==> run_1/wires.png <==
Only two layers are drawn.
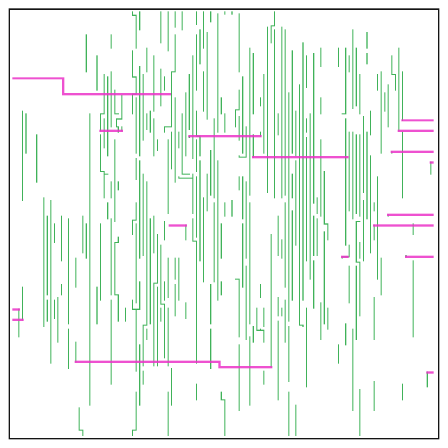
==> run_1/io_fan.png <==
The bar under the picture is 20 microns long.
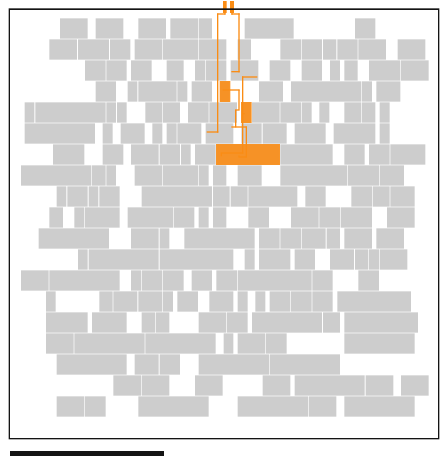
==> run_1/flops_by_reg.png <==
The bar under the picture is 20 microns long. Other sequential cells in the stronger grey, the rest of the logic in the fainter grey.
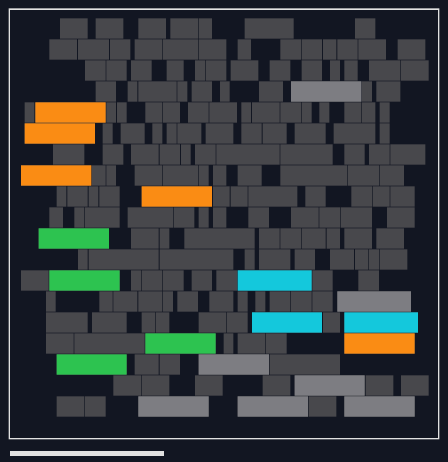
File: src/rtl/ascon_pkg.sv
// Shared definitions for the Ascon permutation scheduler and mode controllers.
package ascon_pkg;

   localparam int unsigned ROUND_W          = 4;
   localparam int unsigned ASCON_ROUNDS_MAX = 12;

   localparam logic PORT_AEAD = 1'b0;
   localparam logic PORT_HASH = 1'b1;

   typedef enum logic [2:0] {
      ST_IDLE = 3'd0,
      ST_LOAD = 3'd1,
      ST_RUN  = 3'd2,
      ST_DONE = 3'd3,
      ST_HOLD = 3'd4
   } sched_state_e;

   // Parameters of one accepted permutation call.
   typedef struct packed {
      logic [ROUND_W-1:0] rounds;
      logic               load;
      logic               lock;
   } perm_call_t;

   // Zero stays zero (no rounds); anything above the core maximum saturates.
   function automatic logic [ROUND_W-1:0] clamp_rounds(
      input logic [ROUND_W-1:0] rounds,
      input logic [ROUND_W-1:0] max_rounds
   );
      return (rounds > max_rounds) ? max_rounds : rounds;
   endfunction

endpackage

File: src/rtl/rr_arb2.sv
// Two-requester round-robin arbiter; the pointer picks the winner on a tie.
module rr_arb2 (
   input  logic [1:0] req,
   input  logic       ptr,
   output logic [1:0] gnt_c
);

   always_comb begin
      gnt_c = req;
      if (req == 2'b11) begin
         gnt_c = ptr ? 2'b10 : 2'b01;
      end
   end

endmodule

File: src/rtl/ascon_perm_sched.sv
// Shares one asconp core between the AEAD and hash engines: arbitration,
// optional ownership lock, and per-call load/round sequencing.
module ascon_perm_sched
   import ascon_pkg::*;
#(
   parameter int unsigned NUM_ROUNDS = ASCON_ROUNDS_MAX
) (
   input  logic               clk,
   input  logic               rst_n,
   input  logic [1:0]         req_i,
   input  logic [ROUND_W-1:0] rounds0_i,
   input  logic [ROUND_W-1:0] rounds1_i,
   input  logic [1:0]         load_i,
   input  logic [1:0]         lock_i,
   input  logic [1:0]         release_i,
   output logic [1:0]         gnt_o,
   output logic [1:0]         done_o,
   output logic               owner_o,
   output logic               busy_o,
   output logic               load_init_val_o,
   output logic               rounds_enable_o,
   output logic [ROUND_W-1:0] round_ctr_o
);

   localparam logic [ROUND_W-1:0] NR = ROUND_W'(NUM_ROUNDS);

   sched_state_e       state_q, state_n;
   perm_call_t         call_q, call_n;
   logic               owner_q, owner_n;
   logic               rr_ptr_q, rr_ptr_n;
   logic [ROUND_W-1:0] ctr_q, ctr_n;
   logic [1:0]         done_q, done_n;
   logic               busy_q, load_q, ren_q;

   logic [1:0]         arb_gnt;
   logic               accept;
   logic               win;
   logic [ROUND_W-1:0] win_rounds;

   rr_arb2 u_arb (
      .req   (req_i),
      .ptr   (rr_ptr_q),
      .gnt_c (arb_gnt)
   );

   // Next-state, accept and round-index logic.
   always_comb begin
      state_n    = state_q;
      call_n     = call_q;
      owner_n    = owner_q;
      rr_ptr_n   = rr_ptr_q;
      ctr_n      = '0;
      done_n     = '0;
      gnt_o      = '0;
      accept     = 1'b0;
      win        = PORT_AEAD;
      win_rounds = '0;

      unique case (state_q)
         ST_IDLE: begin
            if (|arb_gnt) begin
               accept = 1'b1;
               gnt_o  = arb_gnt;
               win    = arb_gnt[1] ? PORT_HASH : PORT_AEAD;
            end
         end
         ST_LOAD: state_n = (call_q.rounds != '0) ? ST_RUN : ST_DONE;
         ST_RUN: begin
            if (ctr_q == NR - ROUND_W'(1)) state_n = ST_DONE;
         end
         ST_DONE: begin
            if (call_q.lock) begin
               state_n = ST_HOLD;
            end else begin
               state_n  = ST_IDLE;
               rr_ptr_n = ~owner_q;
            end
         end
         ST_HOLD: begin
            // Owner request beats a simultaneous owner release.
            if (req_i[owner_q]) begin
               accept         = 1'b1;
               gnt_o[owner_q] = 1'b1;
               win            = owner_q;
            end else if (release_i[owner_q]) begin
               state_n  = ST_IDLE;
               rr_ptr_n = ~rr_ptr_q;
            end
         end
         default: state_n = ST_IDLE;
      endcase

      if (accept) begin
         win_rounds    = (win == PORT_HASH) ? rounds1_i : rounds0_i;
         call_n.rounds = clamp_rounds(win_rounds, NR);
         call_n.load   = load_i[win];
         call_n.lock   = lock_i[win];
         owner_n       = win;
         if (call_n.load)               state_n = ST_LOAD;
         else if (call_n.rounds != '0)  state_n = ST_RUN;
         else                           state_n = ST_DONE;
      end

      if (state_n == ST_RUN) begin
         ctr_n = (state_q == ST_RUN) ? ctr_q + ROUND_W'(1) : NR - call_n.rounds;
      end

      if (state_n == ST_DONE) begin
         done_n = (owner_n == PORT_HASH) ? 2'b10 : 2'b01;
      end
   end

   always_ff @(posedge clk or negedge rst_n) begin
      if (!rst_n) begin
         state_q  <= ST_IDLE;
         call_q   <= '0;
         owner_q  <= PORT_AEAD;
         rr_ptr_q <= 1'b0;
         ctr_q    <= '0;
         done_q   <= '0;
         busy_q   <= 1'b0;
         load_q   <= 1'b0;
         ren_q    <= 1'b0;
      end else begin
         state_q  <= state_n;
         call_q   <= call_n;
         owner_q  <= owner_n;
         rr_ptr_q <= rr_ptr_n;
         ctr_q    <= ctr_n;
         done_q   <= done_n;
         busy_q   <= (state_n != ST_IDLE);
         load_q   <= (state_n == ST_LOAD);
         ren_q    <= (state_n == ST_RUN);
      end
   end

   assign done_o          = done_q;
   assign owner_o         = owner_q;
   assign busy_o          = busy_q;
   assign load_init_val_o = load_q;
   assign rounds_enable_o = ren_q;
   assign round_ctr_o     = ctr_q;

endmodule
File: config.mk
export PLATFORM = sky130hd
export DESIGN_NAME = ascon_perm_sched
export DESIGN_NICKNAME = d
export VERILOG_FILES = /design/src/rtl/ascon_pkg.sv /design/src/rtl/rr_arb2.sv /design/src/rtl/ascon_perm_sched.sv
export SDC_FILE = /design/constraint.sdc
export NUM_CORES = 1
export LEC_CHECK = 0
export CAP_MARGIN = 20
export CORE_UTILIZATION = 44
export CTS_BUF_LIST = sky130_fd_sc_hd__clkbuf_16
export DETAILED_ROUTE_END_ITERATION = 10
export GPL_ROUTABILITY_DRIVEN = 1
export PLACE_DENSITY_LB_ADDON = 0.1
export SLEW_MARGIN = 5
export SYNTH_ARGS = -nofsm -noshare
export SYNTH_HDL_FRONTEND = slang
export SYNTH_SLANG_ARGS = --single-unit
File: constraint.sdc
create_clock -name clk -period 2 [get_ports clk]
set_clock_uncertainty 0.2 [all_clocks]
set_input_delay 0.2 -clock clk [delete_from_list [all_inputs] [get_ports clk]]
set_output_delay 0.2 -clock clk [all_outputs]
set_load 0.02 [all_outputs]
==> results.json, run 1 <==
{
  "syn_to_final_growth_pct": 58.76,
  "warnings": 29,
  "syn_inst": 129,
  "power.density_nw_per_um2": 1584,
  "die_w_microns": 55.43,
  "path_class": "flop to flop",
  "worstPathCellList": "buf_4 -> nor3b_4 -> a22o_4 -> buf_4 -> mux2i_4 -> a21oi_2 -> inv_2 -> or3_1",
  "cp-endpoint": "busy_o",
  "setup_ws_ns": -0.2336,
  "drc": 0,
  "finalCritPeriodShare_pct": 111.7,
  "cp_common_cell": "buf_4",
  "cts.clk_slew.worst_paths_ns": 0.05,
  "min_period_ns": 2.234,
  "leakagePower_nw": 0.9290,
  "drv_slew": 0,
  "pin_count": 30,
  "async_flop_share_pct": 100.0,
  "finalHoldViolCount": 0,
  "portBuffers": 29,
  "routed_wl_microns": 3265,
  "firstDrtPassIters": 4,
  "numCtsBuffers": 3,
  "fp_util_pct": 45.95,
  "wl_per_cell_microns": 14.51,
  "grt_pass1_wl_microns": 5347,
  "ys_sh_mux_pct": 7.371,
  "ant_nets": 0,
  "yosysWarnings": 0,
  "ys_seq_share_pct": 37.85,
  "worst-r2r-setup-slack_ns": -0.23,
  "r2r_end": "busy_o",
  "grt_overflow": 0,
  "peakVddDrop_mv": 1.448,
  "edf_count": 0,
  "chipHeight_microns": 55.43,
  "status": "complete, but fails checks",
  "clock_path_buffers": 2,
  "critPathCaptureType": "flop",
  "synth_area_sq_um": 1256,
  "final_layout_size_suffix_gt1_share_pct": 40.21,
  "synth_nets": 149,
  "finalSetupViolCount": 10,
  "cts_sinks": 19,
  "cp-start-kind": "flop",
  "min_path_type": "input pin to async pin",
  "critical_path.max_fanout": 6,
  "grt_max_degree": 20,
  "reg2regPathDepth": 8,
  "clk_latency_ns": 0.25,
  "lay_top_count": "buf_4",
  "fin_cells": 225,
  "num_rows": 19,
  "ys_ff": 19,
  "violations": "negative setup slack",
  "gp_congestion": 0.8106,
  "critPathTopFamily": "simple AND/OR/NAND/NOR gates",
  "maxCapViolCount": 0,
  "ys_sh_adder_pct": 1.992,
  "layout.nets": 215,
  "max_freq_mhz": 447.7,
  "drt-initial-drc-count": 44,
  "antennaDiodeCount": 0,
  "slew_headroom_pct": 76.31,
  "die-area_sq_um": 3072,
  "routed_via_density": 5.324,
  "syn_area_per_cell_sq_um": 9.738
}
Notes on wires.png above:
| colour | layer | wire length |
|---|---|---|
| magenta | metal 3 | 108 microns |
| green | metal 2 | 1,760 microns |

Notes on io_fan.png above:
| colour | port | bits | direction | edge | end cells | buffers | wire |
|---|---|---|---|---|---|---|---|
| orange | load_i | 2 | input | top | 3 | 2 | 56.5 microns |

Notes on flops_by_reg.png above:
| colour | signal | flops |
|---|---|---|
| green | round_ctr_o | 4 |
| orange | call_q | 5 |
| cyan | state_q | 3 |

-- run 1: stage by stage --
stage | hold slack [ns] | total power, mW | cell area (sq um) | setup slack (ns) | utilization (%)
3_5_place_dp | 0.3364 | 2.450 | 1754 | -0.4393 | 64.16
6_report | 0.08293 | 3.159 | 1994 | -0.2336 | 72.95
2_1_floorplan | -0.2956 | 1.768 | 1272 | -0.1635 | -
3_3_place_gp | 0.2970 | 2.400 | 1754 | -0.3917 | 64.16
5_1_grt | 0.1037 | 3.358 | 1994 | -0.3182 | 72.95
4_1_cts | 0.09023 | 3.049 | 1926 | -0.1847 | 70.43
-- run 1: repair_timing --
item                       in CTS  in global routing
hold endpoints to repair        0                  0
buffers inserted                5                  3
cloned                          1                  0
hold buffers                    0                  0
pin swaps                      10                  5
setup endpoints to repair      11                 14
resized                        20                 13
-- run 1: Yosys cell counts, drive strengths merged (2+ instances only) --
| master | instances | area, sq um |
|---|---|---|
| nand2b | 2 | 12.51 |
| inv | 11 | 41.29 |
| a211oi | 3 | 27.52 |
| xnor2 | 2 | 17.52 |
| buf | 5 | 55.05 |
| nand2 | 13 | 48.80 |
| o21a | 2 | 15.01 |
| nor3b | 2 | 26.28 |
| dfrtp | 19 | 475.5 |
| clkbuf | 2 | 7.510 |
| a21o | 2 | 16.27 |
| o21ai | 4 | 20.02 |
| nor4 | 2 | 18.77 |
| a221oi | 2 | 17.52 |
| nor3 | 3 | 15.01 |
| mux2 | 2 | 22.52 |
| xor2 | 2 | 17.52 |
| nand3 | 2 | 10.01 |
| nor2 | 11 | 41.29 |
| ha | 2 | 25.02 |
| a211o | 2 | 18.77 |
| a21oi | 6 | 33.78 |
| mux2i | 7 | 70.07 |
-- run 1: sequential cells by signal, indices dropped and copies added, names as in the netlist --
register / count
rr_ptr_q: 1
busy_o: 1
load_init_val_o: 1
call_q: 5
round_ctr_o: 4
done_o: 2
owner_o: 1
state_q: 3
rounds_enable_o: 1
-- run 1: cell type report --
cell class,count,area (sq um)
multi-input cells,93,779.5
fillers,206,739.5
repair buffers,67,576.8
flip-flops and latches,19,479.2
clock buffers,3,75.07
inverters,11,41.29
well taps,31,38.79
clock inverters,1,3.754
-- run 1: cells by family after synthesis --
logic type	Yosys count
compound gates	33
xor+xnor	4
fa+ha+maj	2
buf+inv	18
flops	19
mux	9
simple gates	44
-- run 1: report_power, final --
group | switching [mW] | total [mW] | internal [mW]
logic | 0.959 | 2.06 | 1.10
clock network | 0.139 | 0.405 | 0.266
registers | 0.137 | 0.697 | 0.560
-- run 1: routing by layer --
| layer | up-vias | routed length [microns] | track usage (%) |
|---|---|---|---|
| met2 | 19 | 1757 | 39.07 |
| met4 | 0 | 29 | 6.786 |
| met3 | 4 | 108 | 5.152 |
| met5 | - | 0 | 0 |
| li1 | 604 | - | - |
| met1 | 571 | 1369 | 26.24 |
-- run 1: how the worst min path moves through the flow --
stage,start,end,slack (ns)
finish,rst_n,load_init_val_o,0.08
global route,rst_n,load_init_val_o,0.10
CTS,rst_n,round_ctr_o[3],0.09
detailed placement,call_q[0],call_q[0],0.34
global placement,call_q[0],call_q[0],0.30
floorplan,rst_n,busy_o,-0.30
==> run_1/layer_met1.png <==
The bar under the picture is 20 microns long. Supply wires on this layer in grey.
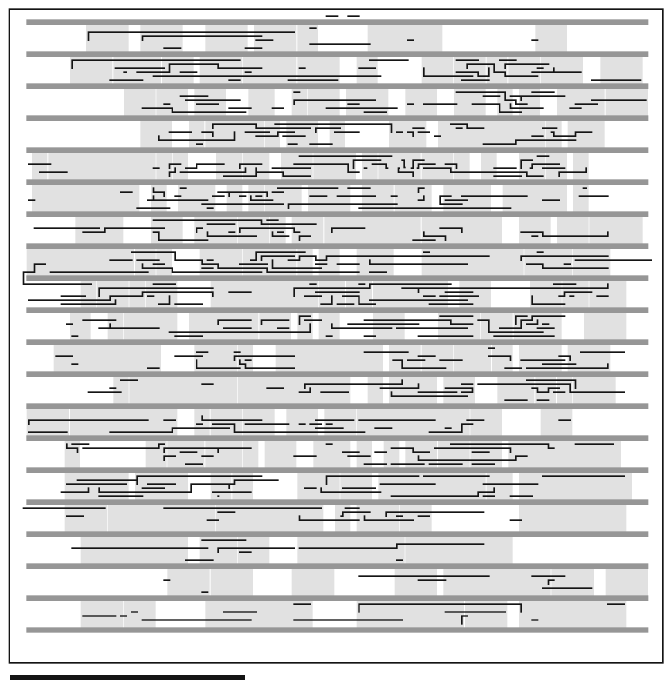

## Run 2: what changed since run 1
clock period = 1.8 ns   (was 2 ns; I/O delays follow)
==> run_2/layer_met1.png <==
The bar under the picture is 20 microns long. Supply wires on this layer in grey.
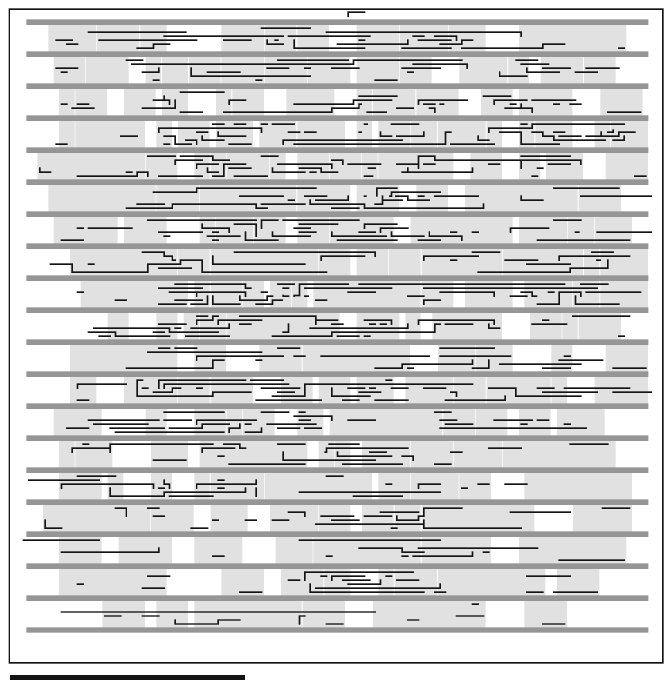
wire length on this layer: 1,570 microns
share of all routed wire: 39%

==> run_2/congestion.png <==
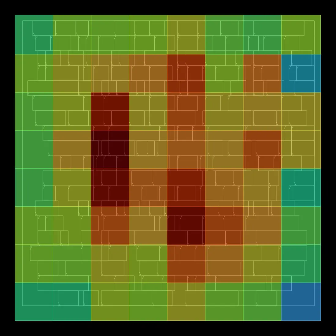
met2 GRT Util: 47.68%
GR Util met1: 29.09%

==> run_2/io_fan.png <==
The bar under the picture is 20 microns long.
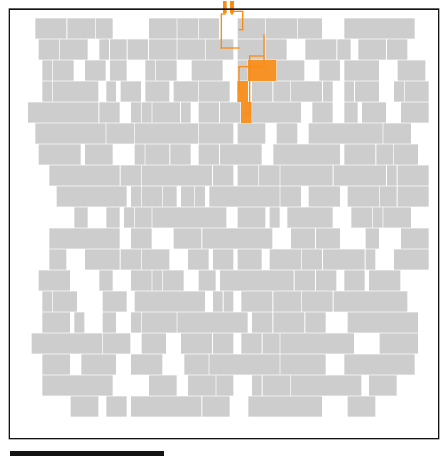
| colour | port | bits | direction | edge | end cells | buffers | wire |
|---|---|---|---|---|---|---|---|
| orange | load_i | 2 | input | top | 3 | 2 | 32.7 microns |

==> run 2 against run 1 <==
Die area stayed put. Final area is 7.7% higher. Power is 24% higher. Highest routed layer unchanged. Core utilization is 5.6 points higher. Sequential power is 14% higher. The flow still finishes with violations (negative setup slack). Flip-flop count stayed put. Worst hold slack worse by 0.021 ns. Clock power is 18% higher. Largest cell class unchanged. Non-clock buffer count is 6 higher. Routed wire length is 24% higher. Critical endpoint is now round_ctr_o[3].
==> results.json, run 2 <==
{
  "status": "complete, but fails checks",
  "violations": "negative setup slack",
  "final_layout_size_suffix_gt1_share_pct": 48.50,
  "wl_per_cell_microns": 17.48,
  "ctsHoldBuffers": 0,
  "critical_path.max_fanout": 6,
  "synth_area_sq_um": 1256,
  "syn_area_per_cell_sq_um": 9.738,
  "yosysWarnings": 0,
  "warnings": 29,
  "syn_inst": 129,
  "min_period_ns": 2.210,
  "fillerInstances": 181,
  "power.density_nw_per_um2": 1830,
  "clock_path_buffers": 2,
  "die_w_microns": 55.43,
  "grt_max_degree": 20,
  "cts_sinks": 19,
  "firstDrtPassIters": 4,
  "fin_cells": 231,
  "cts.clk_slew.worst_paths_ns": 0.06,
  "grt_pass1_wl_microns": 6072,
  "seq_area_sq_um": 480.5,
  "topCellsByArea": "dfrtp_1 38%, mux2i_1 5.6%, nand2_1 3.9%",
  "ys_ff": 19,
  "cp-start-kind": "flop",
  "r2r_end": "round_ctr_o[3]",
  "synthTopCellsByCount": "19 x dfrtp_1, 13 x nand2_1, 11 x nor2_1, 9 x inv_1, 7 x mux2i_1",
  "die-area_sq_um": 3072,
  "setup_ws_ns": -0.4095,
  "layout.nets": 221,
  "dpl_cell_area_sq_um": 1739,
  "numCtsBuffers": 3,
  "peakVddDrop_mv": 1.396,
  "cp-endpoint": "round_ctr_o[3]",
  "ant_nets": 0,
  "routed_wl_microns": 4037,
  "synth.largest_area_cell": "dfrtp_1",
  "lay_top_count": "buf_4",
  "drt-initial-drc-count": 71,
  "power_mw": 3.929,
  "layout.area.comb_sq_um": 838.3,
  "num_rows": 19,
  "routed_via_density": 5.749,
  "fp_util_pct": 45.95,
  "design_area_sq_um": 2147,
  "synth_nets": 149,
  "critPathCaptureType": "flop",
  "path_class": "flop to flop",
  "largest_register_ffs": 5,
  "chipHeight_microns": 55.43,
  "pin_count": 30,
  "finalSetupViolCount": 19,
  "finalHoldViolCount": 0,
  "worstPathCellList": "nor4b_4 -> a22o_4 -> buf_4 -> mux2i_4 -> o211ai_1 -> mux2i_1 -> a211oi_2",
  "fin_util_pct": 78.54,
  "post-place-ws_ns": -0.6943,
  "synth.top_cell.area_share_pct": 37.85,
  "gp_congestion": 0.8452,
  "async_flop_share_pct": 100.0,
  "reg2regPathDepth": 7,
  "critPathTopFamily": "flip-flops",
  "portBuffers": 29,
  "worst-r2r-setup-slack_ns": -0.41,
  "ys_area_sq_um": 1256,
  "synth_top_cell_by_count": "dfrtp_1",
  "vias": 1328,
  "leakagePower_nw": 0.9568,
  "edf_count": 0,
  "largest_register": "call_q",
  "antennaDiodeCount": 0,
  "grtUsageTotal_pct": 25.40,
  "max_freq_mhz": 452.6,
  "syn_to_final_growth_pct": 70.92,
  "finalCritPeriodShare_pct": 122.8,
  "grt_overflow": 0,
  "ys_seq_share_pct": 37.85
}
run 2: logic make-up (layout without fill, tap and decap cells):
family	after synthesis	in the layout	share of synthesized area [%]
mux	9	9	7.371
simple gates	44	44	20.52
fa+ha+maj	2	2	1.992
buf+inv	18	88	8.267
flops	19	19	37.85
compound gates	33	34	21.22
xor+xnor	4	4	2.789
run 2: timing repair:
item                                    in CTS  in global routing
gates cloned                                 1                  0
endpoints found under the setup margin      19                 22
pin swaps                                   15                 12
gates resized                               33                 29
setup buffers                                8                 11
hold endpoints to repair                     0                  0
run 2: worst reg2reg max path, stage by stage (launching register included):
cell and delay, ns:
dfrtp_2 0.45, nor4b_4 0.41, a22o_4 0.25, buf_4 0.14
mux2i_4 0.24, o211ai_1 0.14, mux2i_1 0.20, a211oi_2 0.06
run 2: routing by layer:
metal	vias up	share of wire [%]	GRT usage (%)
met5	-	0	0
met4	0	1.2	7.857
met3	6	2.8	4.215
met2	35	57	47.68
met1	674	39	29.09
li1	613	-	-
run 2: cell type report:
cell class | instances | area share (%)
Clock inverter | 1 | 0.3497
Multi-Input combinational cell | 93 | 39.04
Inverter | 11 | 1.923
Timing Repair Buffer | 73 | 31.00
Tap cell | 31 | 1.807
Clock buffer | 3 | 3.497
Sequential cell | 19 | 22.38
run 2: through the flow:
stage               hold WS, ns  setup TNS [ns]
global route            0.08098          -5.889
detailed placement       0.3246          -8.690
finish                  0.06148          -4.572
global placement         0.2995          -7.394
floorplan               -0.3156          -1.877
CTS                     0.06636          -3.474
run 2: worst min path at each step:
stage	start	to	slack, ns
3_3_place_gp	call_q[0]	call_q[0]	0.30
3_5_place_dp	call_q[0]	call_q[0]	0.32
2_1_floorplan	rst_n	busy_o	-0.32
5_1_grt	rst_n	rounds_enable_o	0.08
4_1_cts	rst_n	round_ctr_o[1]	0.07
6_report	rst_n	rounds_enable_o	0.06
run 2: where the power goes:
part | leakage, nW | total (mW) | switching (mW) | internal (mW)
clock network | 0.0371 | 0.476 | 0.176 | 0.301
registers | 0.233 | 0.795 | 0.171 | 0.624
logic | 0.687 | 2.66 | 1.24 | 1.41
total | 0.957 | 3.93 | 1.59 | 2.34
==> run_2/wires.png <==
Only two layers are drawn.
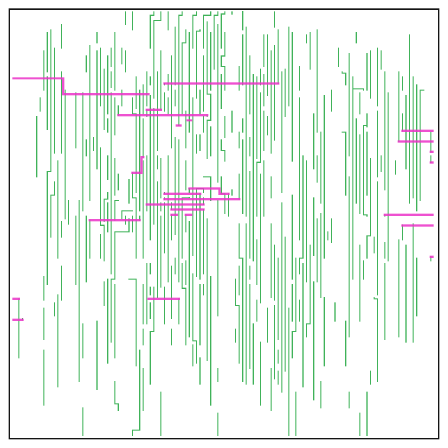

## Run 3: what changed since run 2
CELL_PAD_IN_SITES_DETAIL_PLACEMENT = 0   (was default)
CELL_PAD_IN_SITES_GLOBAL_PLACEMENT = 1   (was default)
CORE_UTILIZATION = 33   (was 44)
SLEW_MARGIN = default   (was 5)
==> run_3/wires.png <==
Only two layers are drawn.
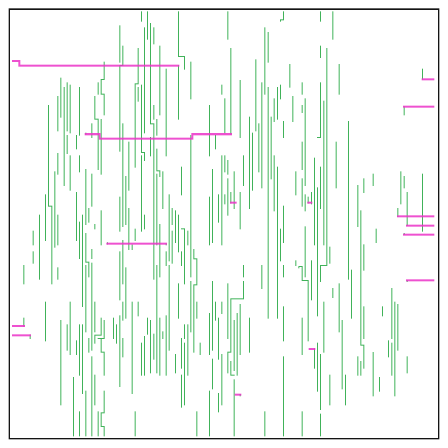
DR WL/cell: 13.42 microns
Via Count: 1,225
routed wire length: 3327 microns
Total GRT Usage: 17.30%

==> run_3/io_fan.png <==
The bar under the picture is 20 microns long.
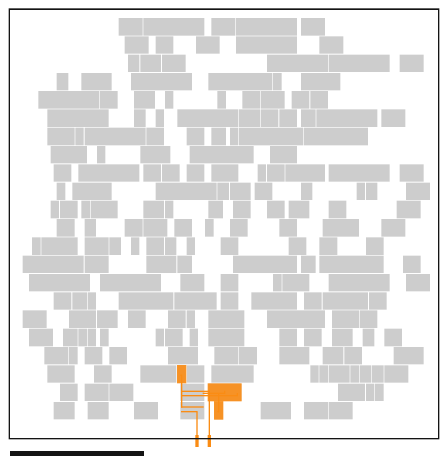
| colour | port | bits | direction | edge | end cells | buffers | wire |
|---|---|---|---|---|---|---|---|
| orange | load_i | 2 | input | bottom | 3 | 2 | 39.8 microns |

==> run 3 against run 2 <==
The run still ends with negative setup slack left. Flip-flop count is the same. Power fell by 5.6%. Worst hold slack improved by 0.012 ns. Final cell count grew 7.4%. Sequential power decreased by 0.6%. Global-route usage is 8.1 points lower. Critical path depth unchanged. Combinational power shrank 7%. Sequential share of layout area increased by 0.079 points. Final area decreased by 0.35%. Highest routed layer unchanged.
==> results.json, run 3 <==
{
  "status": "complete, but fails checks",
  "violations": "negative setup slack",
  "lay_top_count": "buf_4",
  "cts_sinks": 19,
  "drt-initial-drc-count": 59,
  "p_comb_share_pct": 66.8,
  "num_rows": 22,
  "intPower_mw": 2.272,
  "routed_via_density": 4.940,
  "synthTopCellsByCount": "19 x dfrtp_1, 13 x nand2_1, 11 x nor2_1, 9 x inv_1, 7 x mux2i_1",
  "fillerInstances": 343,
  "largest_register_ffs": 5,
  "ys_area_sq_um": 1256,
  "edf_count": 0,
  "p_sw_mw": 1.437,
  "warnings": 29,
  "grt_use_met1_pct": 22.47,
  "pin_count": 30,
  "synth_area_sq_um": 1256,
  "leakagePower_nw": 0.9769,
  "setup_ws_ns": -0.3694,
  "die_w_microns": 63.70,
  "grt_overflow": 0,
  "cp-start-kind": "flop",
  "synth.top_cell.area_share_pct": 37.85,
  "top_usage_layer": "met2",
  "numCtsBuffers": 3,
  "ys_seq_share_pct": 37.85,
  "finalSetupViolCount": 18,
  "portBuffers": 29,
  "fin_cells": 248,
  "critical_path.max_fanout": 5,
  "synth_top_cell_by_count": "dfrtp_1",
  "die-area_sq_um": 4058,
  "grt_pass1_wl_microns": 5444,
  "grt_max_degree": 20,
  "topCellsByArea": "dfrtp_1 38%, mux2i_1 5.6%, nand2_1 3.9%",
  "ys_ff": 19,
  "ant_nets": 0,
  "power_mw": 3.710,
  "gp_congestion": 0.8171,
  "fp_util_pct": 34.31,
  "power.density_nw_per_um2": 1734
}
==> run_3/congestion.png <==
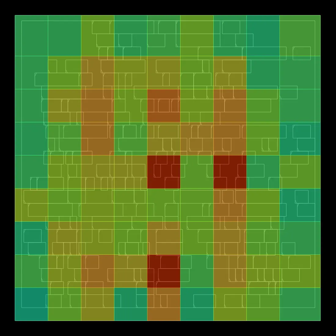
final core utilization: 58.44%
met2 GRT Util: 28.46%
GR Util met3: 3.261%

-- run 3: critical path, delay by kind of cell (launching register included) --
kind / cells / cell delay (ns)
mux: 1 / 0.26
simple gates: 2 / 0.66
buf+inv: 1 / 0.18
flops: 1 / 0.45
compound gates: 3 / 0.30
-- run 3: power groups by stage --
stage	logic, mW	registers (mW)	clock network [mW]
floorplan	1.16	0.831	0
global placement	1.95	0.779	0
detailed placement	1.97	0.779	0
CTS	2.11	0.783	0.458
global route	2.69	0.818	0.473
finish	2.48	0.790	0.443
-- run 3: metal layers --
metal | wire length (microns) | up-vias
met1 | 1491 | 589
met5 | 0 | -
met4 | 50 | 0
li1 | - | 615
met2 | 1699 | 17
met3 | 86 | 4
-- run 3: kinds of logic (layout without fill, tap and decap cells) --
group | count (synthesis) | after routing | share of synthesized area, %
AND-OR/OR-AND | 33 | 34 | 21.22
buffers and inverters | 18 | 88 | 8.267
XOR/XNOR | 4 | 4 | 2.789
multiplexers | 9 | 9 | 7.371
flip-flops | 19 | 19 | 37.85
AND/OR/NAND/NOR | 44 | 44 | 20.52
adder cells (fa/ha/maj) | 2 | 2 | 1.992
-- run 3: timing repair --
| action | CTS | global route |
|---|---|---|
| endpoints found under the hold margin | 0 | 0 |
| gates cloned | 1 | 0 |
| endpoints found under the setup margin | 19 | 20 |
| setup buffers | 3 | 9 |
| resized | 23 | 31 |
| pin swaps | 10 | 14 |
-- run 3: final timing paths --
path                                    from              to  slack [ns]  cells after the start
worst min-delay path                   rst_n        rr_ptr_q        0.07                      2
max in group asynchronous              rst_n      state_q[0]        1.10                      2
min in group clk                rounds0_i[3]       call_q[5]        0.32                      4
worst min register to register     call_q[0]       call_q[0]        0.34                      2
worst max-delay path              state_q[0]  round_ctr_o[3]       -0.37                      7
worst max register to register    state_q[0]  round_ctr_o[3]       -0.37                      7
-- run 3: final cells by class --
class	instances	area [sq um]	share of cell area, %
repair buffers	73	633.1	29.59
flip-flops and latches	19	480.5	22.46
clock buffers	3	75.07	3.509
inverters	11	41.29	1.930
clock inverters	1	3.754	0.1754
multi-input cells	93	845.8	39.53
well taps	48	60.06	2.807
-- run 3: through the flow --
step           utilization [%]  setup slack [ns]  area [sq um]
2_1_floorplan                -           -0.3590          1284
3_3_place_gp             49.32           -0.5599          1805
3_5_place_dp             49.32           -0.5829          1805
4_1_cts                  53.04           -0.3695          1942
5_1_grt                  58.44           -0.4750          2140
6_report                 58.44           -0.3694          2140
Power and IR drop assume default switching activity.
